===== src/rtl/system_fifo_drain.sv =====
// -----------------------------------------------------------------------------
// system_fifo_drain
//
// Read-side sequencer for a system-state FIFO. A start pulse begins a drain
// that issues exactly N_WORDS read requests (held off while the FIFO is empty).
// Each returned word is presented with its element index, and done pulses once
// at the end of the drain.
// A FIFO that stays starved for TIMEOUT cycles aborts the drain and sets
// err_underrun. A start that arrives while busy sets err_overrun and is
// otherwise ignored.
//
// Ports
//   clk          system clock
//   rst          synchronous active-high reset
//   rst_user     synchronous active-high soft abort (same effect as rst)
//   start        single-cycle pulse that begins a drain
//   fifo_empty   FIFO empty flag
//   fifo_q       FIFO read data, valid RD_LATENCY cycles after a request
//   fifo_rdreq   FIFO read request (combinational from state and fifo_empty)
//   out_valid    out_data / out_index valid for this cycle
//   out_data     drained word
//   out_index    element index of out_data, 0..N_WORDS-1
//   done         one-cycle pulse marking the end of a drain
//   busy         high while a drain is in progress (READ or DRAIN)
//   err_underrun sticky: the last drain was aborted by the starvation timeout
//   err_overrun  sticky: start arrived while busy
// -----------------------------------------------------------------------------
module system_fifo_drain #(
  parameter int N_WORDS    = 16,
  parameter int DATA_W     = 64,
  parameter int RD_LATENCY = 1,
  parameter int TIMEOUT    = 64,
  localparam int IDX_W     = (N_WORDS > 1) ? $clog2(N_WORDS) : 1
) (
  input  logic              clk,
  input  logic              rst,
  input  logic              rst_user,
  input  logic              start,
  input  logic              fifo_empty,
  input  logic [DATA_W-1:0] fifo_q,
  output logic              fifo_rdreq,
  output logic              out_valid,
  output logic [DATA_W-1:0] out_data,
  output logic [IDX_W-1:0]  out_index,
  output logic              done,
  output logic              busy,
  output logic              err_underrun,
  output logic              err_overrun
);

  localparam int CNT_W = $clog2(N_WORDS + 1);
  localparam int STL_W = $clog2(TIMEOUT + 1);

  localparam logic [CNT_W-1:0] ALL_WORDS   = CNT_W'(N_WORDS);
  localparam logic [CNT_W-1:0] LAST_WORD   = CNT_W'(N_WORDS - 1);
  localparam logic [STL_W-1:0] STALL_LIMIT = STL_W'(TIMEOUT - 1);

  typedef enum logic [1:0] {
    ST_IDLE,
    ST_READ,
    ST_DRAIN
  } state_t;

  state_t                  state_q, state_d;
  logic [CNT_W-1:0]        issued_q, issued_d;
  logic [CNT_W-1:0]        recvd_q, recvd_d;
  logic [STL_W-1:0]        stall_q, stall_d;
  // One bit per outstanding request; the tail marks fifo_q as valid.
  logic [RD_LATENCY-1:0]   pipe_q, pipe_d;
  logic                    out_valid_q, out_valid_d;
  logic [DATA_W-1:0]       out_data_q, out_data_d;
  logic [IDX_W-1:0]        out_index_q, out_index_d;
  logic                    done_q, done_d;
  logic                    err_under_q, err_under_d;
  logic                    err_over_q, err_over_d;
  logic                    rdreq_w;
  logic                    busy_w;

  assign busy_w  = (state_q != ST_IDLE);
  assign rdreq_w = (state_q == ST_READ) && !fifo_empty && (issued_q < ALL_WORDS);

  // NOTE: every signal written here gets a default first, so no path can leave
  // one unassigned and infer a latch.
  always_comb begin
    state_d     = state_q;
    issued_d    = issued_q;
    recvd_d     = recvd_q;
    stall_d     = stall_q;
    out_valid_d = 1'b0;
    out_data_d  = out_data_q;
    out_index_d = out_index_q;
    done_d      = 1'b0;
    err_under_d = err_under_q;
    err_over_d  = err_over_q;
    // Shift the new request in at bit 0; the cast drops the old tail bit.
    pipe_d      = RD_LATENCY'({pipe_q, rdreq_w});

    // Word returning from the FIFO: register it for presentation next cycle.
    if (pipe_q[RD_LATENCY-1]) begin
      out_valid_d = 1'b1;
      out_data_d  = fifo_q;
      out_index_d = recvd_q[IDX_W-1:0];
      recvd_d     = recvd_q + CNT_W'(1);
      // The last word of a complete drain carries done with it.
      if (recvd_q == LAST_WORD) begin
        done_d = 1'b1;
      end
    end

    if (start && busy_w) begin
      err_over_d = 1'b1;
    end

    unique case (state_q)
      ST_IDLE: begin
        if (start) begin
          issued_d    = '0;
          recvd_d     = '0;
          stall_d     = '0;
          err_under_d = 1'b0;
          err_over_d  = 1'b0;
          state_d     = ST_READ;
        end
      end
      ST_READ: begin
        if (rdreq_w) begin
          issued_d = issued_q + CNT_W'(1);
          stall_d  = '0;
          if (issued_q == LAST_WORD) begin
            state_d = ST_DRAIN;
          end
        end else if (issued_q < ALL_WORDS) begin
          stall_d = stall_q + STL_W'(1);
          if (stall_q == STALL_LIMIT) begin
            err_under_d = 1'b1;
            state_d     = ST_DRAIN;
          end
        end
      end
      ST_DRAIN: begin
        // Once nothing is in flight: a complete drain has just pulsed done
        // with its last word and can leave; an aborted drain pulses done now
        // and stays here for that cycle so busy covers the done pulse.
        if (pipe_q == '0) begin
          if (done_q) begin
            state_d = ST_IDLE;
          end else begin
            done_d = 1'b1;
          end
        end
      end
      default: state_d = ST_IDLE;
    endcase
  end

  // NOTE: sequential state uses non-blocking assignments only, so every
  // register samples the pre-edge value of every other register.
  always_ff @(posedge clk) begin
    if (rst || rst_user) begin
      state_q     <= ST_IDLE;
      issued_q    <= '0;
      recvd_q     <= '0;
      stall_q     <= '0;
      pipe_q      <= '0;
      out_valid_q <= 1'b0;
      out_data_q  <= '0;
      out_index_q <= '0;
      done_q      <= 1'b0;
      err_under_q <= 1'b0;
      err_over_q  <= 1'b0;
    end else begin
      state_q     <= state_d;
      issued_q    <= issued_d;
      recvd_q     <= recvd_d;
      stall_q     <= stall_d;
      pipe_q      <= pipe_d;
      out_valid_q <= out_valid_d;
      out_data_q  <= out_data_d;
      out_index_q <= out_index_d;
      done_q      <= done_d;
      err_under_q <= err_under_d;
      err_over_q  <= err_over_d;
    end
  end

  assign fifo_rdreq   = rdreq_w;
  assign out_valid    = out_valid_q;
  assign out_data     = out_data_q;
  assign out_index    = out_index_q;
  assign done         = done_q;
  assign busy         = busy_w;
  assign err_underrun = err_under_q;
  assign err_overrun  = err_over_q;

endmodule


===== config.mk =====
export PLATFORM = sky130hd
export DESIGN_NAME = system_fifo_drain
export DESIGN_NICKNAME = d
export VERILOG_FILES = /design/src/rtl/system_fifo_drain.sv
export SDC_FILE = /design/constraint.sdc
export NUM_CORES = 1
export LEC_CHECK = 0
export CORE_AREA = 2 2 98 100
export DETAILED_ROUTE_END_ITERATION = 8
export DIE_AREA = 0 0 100 102
export PLACE_DENSITY_LB_ADDON = 0.15
export RECOVER_POWER = 100
export SKIP_LAST_GASP = 1
export SLEW_MARGIN = 20
export SYNTH_ARGS = -nofsm -noshare
export SYNTH_HDL_FRONTEND = slang
export SYNTH_SLANG_ARGS = --single-unit

===== constraint.sdc =====
create_clock -name clk -period 2.1 [get_ports clk]
set_input_delay 0.21 -clock clk [delete_from_list [all_inputs] [get_ports clk]]
set_output_delay 0.21 -clock clk [all_outputs]
set_load 0.01 [all_outputs]

==> flow_metrics.tcl, run 1 <==
# place-and-route summary
set metrics [dict create \
    status "complete, no violations" \
    num_io_pins 143 \
    clock_latency_ps 360 \
    grt_pass1_wl_mm 13.1 \
    top_area_share_pct 53.1 \
    worst_pin_slew_ps 966 \
    netlist_instances 343 \
    synth_async_sr_flop_share_pct 0 \
    fp_nets 417 \
    grt_max_degree 68 \
    core_area_mm2 0.00911 \
    drt_iter0_markers 25 \
    yosysCellCount 343 \
    worstPathMaxFanout 6 \
    grt_use_met1_pct 19.0 \
    cp.required_ps 1890 \
    finalSetupTns_ps 0 \
    synth_cell_type_count 41 \
    io_buffers 142 \
    vdd_ir_drop_max_mv 0.304 \
    use_met3_pct 4.92 \
    startpoint_type "flip-flop" \
    area_growth_pct 50.2 \
    edf_count 0 \
    min_period_ps 1880 \
    grt_util_met2_pct 27.1 \
    crit_type "flip-flop to output pin" \
    drv_cap 0 \
    chipArea_mm2 0.0102 \
    post-dp-hpwl_mm 5.85 \
    htree_levels 3 \
    p_per_area_mw_per_mm2 601 \
    rows 35 \
    wl_mm 8.22 \
    yosysWarningCount 0 \
    ys_area_mm2 0.00347 \
    synth_top_flop_cell "dfxtp_1" \
]
==> run 1: final cells by class <==
class | count | area, µm² | share of cell area (%)
Sequential cell | 92 | 1840 | 35.4
Clock inverter | 5 | 40.0 | 0.768
Inverter | 6 | 22.5 | 0.432
Multi-Input combinational cell | 226 | 1500 | 28.9
Timing Repair Buffer | 152 | 1510 | 29.0
Clock buffer | 11 | 153 | 2.93
Tap cell | 111 | 139 | 2.66
==> run 1: state kept, by name, indices dropped and copies added, names as in the netlist, named ones only <==
signal and cells:
err_underrun 1, out_index 4, recvd_q 5, pipe_q 1, out_data 64, state_q 2, out_valid 1, issued_q 5
done 1, stall_q 7
==> run 1: what timing repair did <==
action,CTS,global route
buffers inserted,0,0
gates resized,0,2
setup endpoints to repair,0,1
==> run 1: critical path, delay by kind of cell (launching register included) <==
family        cells  cell delay [ps]
flops             1              350
simple gates      1              560
buf+inv           2              410
==> run 1: synthesized netlist by cell type (2+ instances only) <==
| master | instances |
|---|---|
| dfxtp_1 | 92 |
| nor2_1 | 91 |
| mux2i_1 | 70 |
| a21oi_1 | 10 |
| clkbuf_1 | 8 |
| buf_2 | 6 |
| nand2_1 | 6 |
| ha_1 | 5 |
| inv_1 | 5 |
| buf_1 | 4 |
| xnor2_1 | 4 |
| xor2_1 | 4 |
| o21ai_0 | 3 |
| a211oi_1 | 2 |
| and3_1 | 2 |
| nand2b_1 | 2 |
| nand4b_1 | 2 |
| nor3_1 | 2 |
| nor4b_1 | 2 |
| or2_2 | 2 |
==> run 1: cell families (layout without fill, tap and decap cells) <==
kind of cell,Yosys count,count (layout),share of synthesized area (%)
AND-OR/OR-AND,24,24,4.40
XOR/XNOR,8,8,2.02
adder cells (fa/ha/maj),5,5,1.80
buffers and inverters,25,174,3.14
flip-flops,92,92,53.1
multiplexers,70,70,20.2
AND/OR/NAND/NOR,119,119,15.4
==> run 1: layer usage <==
metal  vias to the layer above  routed length (µm)
met5                         -                   0
met4                         0                 114
met3                        11                 561
met2                        76                4020
met1                      1327                3520
li1                       1442                   -
==> run 1: where the power goes <==
| group | switching [W] | internal (W) | total (W) | leakage [nW] |
|---|---|---|---|---|
| Sequential | 0.00000615 | 0.00175 | 0.00176 | 0.742 |
| Clock | 0.000640 | 0.000517 | 0.00116 | 0.0998 |
| Combinational | 0.0000767 | 0.000144 | 0.000221 | 1.15 |
| Total | 0.000723 | 0.00241 | 0.00313 | 1.99 |
==> run 1: metrics by stage <==
stage	hold slack [ps]	setup WS [ps]	std cells	utilization, %	area, µm²
final	456	217	603	57.2	5210
after global routing	456	151	603	57.2	5210
after CTS	440	4.23	603	57.7	5250
after detailed placement	459	124	587	55.5	5060
after global placement	457	119	587	55.5	5060
after floorplan	326	563	343	-	3470
==> run 1: worst paths after layout <==
path                                     end  slack [ps]
worst min register to register  err_underrun         470
worst min-delay path            out_data[55]         460
worst max register to register  out_data[52]         340
worst max-delay path              fifo_rdreq         220
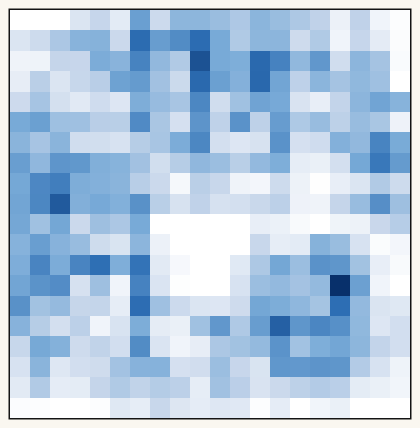
Fig. 1. Wiring heat map (run 1).
Scale: 4 px per µm. The die is cut into 20 by 20 equal tiles; white is low, dark blue is high, scaled to the fullest tile. Values are wire area over tile area, all layers added.
nearly empty tiles: 8.3%
tiles over half the peak: 20%
emptiest ninth of the die: centre

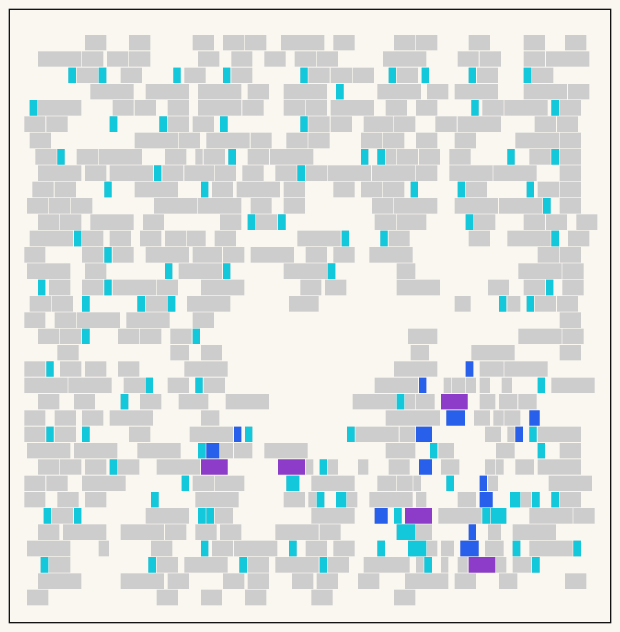
Fig. 2. Gate-type map (run 1).
Scale: 6 px per µm.
[cyan] NOR gates | cells: 97 | most used: nor2_1 | where: spread over the die
[blue] NAND gates | cells: 14 | most used: nand2_1
[purple] adder and majority cells | cells: 5 | most used: ha_1

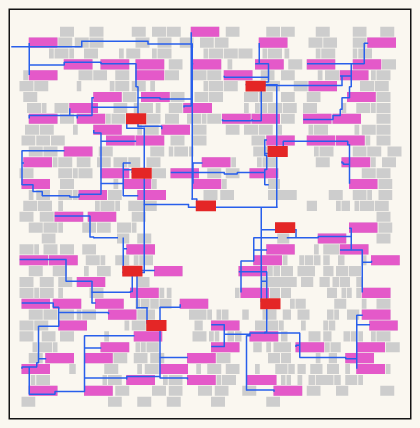
Fig. 3. Clock distribution (run 1).
Scale: 4 px per µm.
[magenta] flip-flops | count: 92
[blue] clock wires | length: 1110 µm
[red] cells driving clock nets | count: 9
flops lie: spread over the die
routed clock nets: 10

--- run 2 (diff from run 1) ---
--- a/config.mk
+++ b/config.mk
@@ -8,10 +8,10 @@
 export CORE_AREA = 2 2 98 100
 export DETAILED_ROUTE_END_ITERATION = 8
 export DIE_AREA = 0 0 100 102
+export GPL_ROUTABILITY_DRIVEN = 0
 export PLACE_DENSITY_LB_ADDON = 0.15
 export RECOVER_POWER = 100
 export SKIP_LAST_GASP = 1
-export SLEW_MARGIN = 20
 export SYNTH_ARGS = -nofsm -noshare
 export SYNTH_HDL_FRONTEND = slang
 export SYNTH_SLANG_ARGS = --single-unit
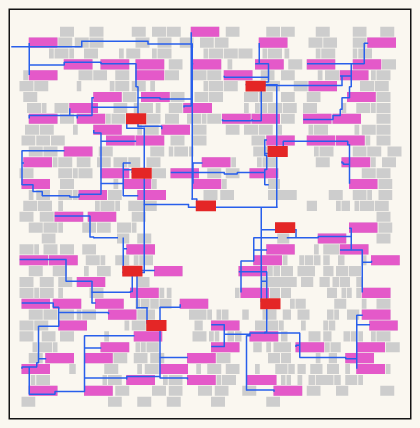
Fig. 4. Clock distribution (run 2).
Scale: 4 px per µm.
[magenta] flip-flops | count: 92
[blue] clock wires | length: 1110 µm
[red] cells driving clock nets | count: 9
routed clock nets: 10

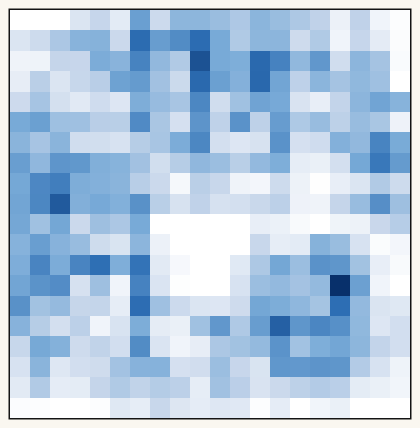
Fig. 5. Wiring heat map (run 2).
Scale: 4 px per µm. The die is cut into 20 by 20 equal tiles; white is low, dark blue is high, scaled to the fullest tile. Values are wire area over tile area, all layers added.
fullest tile: 0.41
tiles over half the peak: 20%
mean over tiles: 0.13
via count: 2856
Routed wire per std cell: 13.6 µm

==> run 2 against run 1 <==
Clock power about the same. Largest power group unchanged. Sequential share of layout area did not move. Register-to-register slack about the same. Combinational power about the same. Count of clock-buffer cells in the layout unchanged. Sequential power hardly changed. Synthesized cell count unchanged. First-iteration DRC count is the same.
==> flow_metrics.tcl, run 2 <==
# place-and-route summary
set metrics [dict create \
    status "complete, no violations" \
    crit_chain "or4b_1 -> inv_1 -> clkdlybuf4s25_1" \
    drv_cap 0 \
    n_antenna_cell 0 \
    synth_area_leader_cell "dfxtp_1" \
    vdd_ir_drop_max_mv 0.304 \
    ys_area_mm2 0.00347 \
    cts_buffers 9 \
    chipArea_mm2 0.0102 \
    slew_viol_final 0 \
    grt_pass1_wl_mm 13.1 \
    num-nets-final 561 \
    slew_headroom_pct 35.6 \
    lay_top_cells "nor2_1 (91), dfxtp_1 (91), dlygate4sd3_1 (73), mux2i_1 (70), clkdlybuf4s50_1 (68)" \
    endpoint_kind "output pin" \
    yosysMostFrequentCell "dfxtp_1" \
    hold_violations 0 \
    worstPathMaxFanout 6 \
    finalSetupTns_ps 0 \
    path_delay_family "simple AND/OR/NAND/NOR gates" \
    ys_sh_xor_pct 2.02 \
    htree_levels 3 \
    synth_async_sr_flop_share_pct 0 \
    edf_count 0 \
    fin_ws_ps 217 \
    detail-route-antenna-nets 0 \
    synth_top_flop_cell "dfxtp_1" \
    fp_nets 417 \
    fp_util_pct 38.1 \
    p_per_area_mw_per_mm2 601 \
    mux_share_pct 20.2 \
    cp.required_ps 1890 \
    cts_tree "built" \
    wl_mm 8.22 \
    track_usage_pct 16.0 \
    core_area_mm2 0.00911 \
    largest_register_ffs 64 \
    top_cells_by_count "dfxtp_1 (92), nor2_1 (91), mux2i_1 (70)" \
    clock.fmax_ghz 0.531 \
    drt_iter0_markers 25 \
    rows 35 \
    clk_pin_slew_ps 100 \
    crit_arrival_ps 1670 \
    io_buffers 142 \
    synth-simple-area-share_pct 15.4 \
    crit_type "flip-flop to output pin" \
    worst-path-buf-inv 2 \
    startpoint_type "flip-flop" \
    antenna_found_initial 0 \
    ys_top_cells_by_area "dfxtp_1 (53%), mux2i_1 (20%), nor2_1 (9.8%), ha_1 (1.8%), a21oi_1 (1.4%)" \
    place_ws_ps 124 \
    post_cts_buffers 0 \
    finalClockSkew_ps 20.0 \
    clock-root-buffer "clkbuf_8" \
    aoi_share_pct 4.40 \
    min_period_ps 1880 \
    top_area_share_pct 53.1 \
    post-dp-hpwl_mm 5.85 \
    total_power_w 0.00313 \
    grt_max_degree 68 \
    viasPerCell 4.74 \
    yosys.area_share.adder_pct 1.80 \
    logic_family "multiplexers" \
    area_growth_pct 50.2 \
    rsz0062_at_grt "no" \
    yosysWarningCount 0 \
    clock_latency_ps 360 \
    syn_area_mm2 0.00347 \
    yosysCellCount 343 \
    netlist_instances 343 \
    synth_cell_type_count 41 \
    drc 0 \
    num_io_pins 143 \
    post_cts_resized 0 \
    gr-total-overflow 0 \
    worst_pin_slew_ps 966 \
    fill_cells 828 \
]
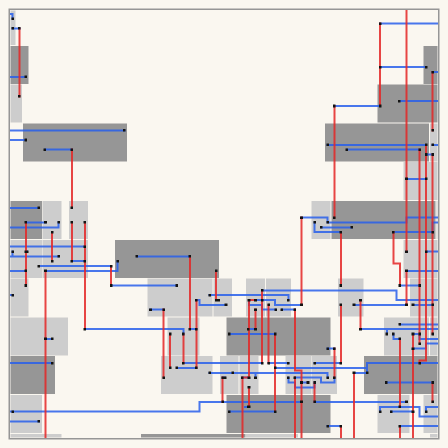
Fig. 6. Layout detail (run 2).
Region (35, 16) to (65, 46) µm. Cells in grey, sequential cells in the stronger grey; small squares are vias.
[blue] met1
[red] met2
netlist names of flops here include: recvd_q (2), state_q (2)
cells with their middle in the window: 30
sequential cells in the window: 8
most frequent: dfxtp_1 (8), nor2_1 (5), a21oi_1 (3)

run 2: cell counts in the layout (fill, tap and decap cells not counted):
Identical to the previous run, type by type.
run 2: worst min-delay path: stages:
cell	delay, ps
clkdlybuf4s50_1	400
mux2i_1	130
nor2_1	50
run 2: cell families after synthesis:
| group | after synthesis |
|---|---|
| buf+inv | 25 |
| flops | 92 |
| xor+xnor | 8 |
| fa+ha+maj | 5 |
| simple gates | 119 |
| mux | 70 |
| compound gates | 24 |
run 2: power breakdown:
| group | leakage [nW] | total (W) | switching [W] | internal [W] |
|---|---|---|---|---|
| Combinational | 1.15 | 0.000221 | 0.0000767 | 0.000144 |
| Sequential | 0.742 | 0.00176 | 0.00000615 | 0.00175 |
| Clock | 0.0998 | 0.00116 | 0.000640 | 0.000517 |
| Total | 1.99 | 0.00313 | 0.000723 | 0.00241 |
run 2: final timing paths:
check | from | to | slack [ps] | cells after the start
worst max-delay path | issued_q[4] | fifo_rdreq | 220 | 3
worst min-delay path | fifo_q[55] | out_data[55] | 460 | 3
worst max register to register | pipe_q | out_data[52] | 340 | 3
worst min register to register | err_underrun | err_underrun | 470 | 2
run 2: metal layers:
layer  global-route usage (%)  share of wire, %  wire [µm]
met4                     6.64               1.4        114
met3                     4.92               6.8        561
met2                     27.1                49       4020
met1                     19.0                43       3520
met5                        0                 0          0
run 2: cell type report:
cell class	instances	area [µm²]	share of cell area, %
Clock buffer	11	153	2.93
Clock inverter	5	40.0	0.768
Inverter	6	22.5	0.432
Multi-Input combinational cell	226	1500	28.9
Sequential cell	92	1840	35.4
Tap cell	111	139	2.66
Timing Repair Buffer	152	1510	29.0
run 2: through the flow:
step                std cells  hold WS, ps  utilization (%)  cell area (µm²)
CTS                       603          440             57.7             5250
finish                    603          456             57.2             5210
global placement          587          457             55.5             5060
global route              603          456             57.2             5210
detailed placement        587          459             55.5             5060
floorplan                 343          326                -             3470
Power and IR drop assume default switching activity.
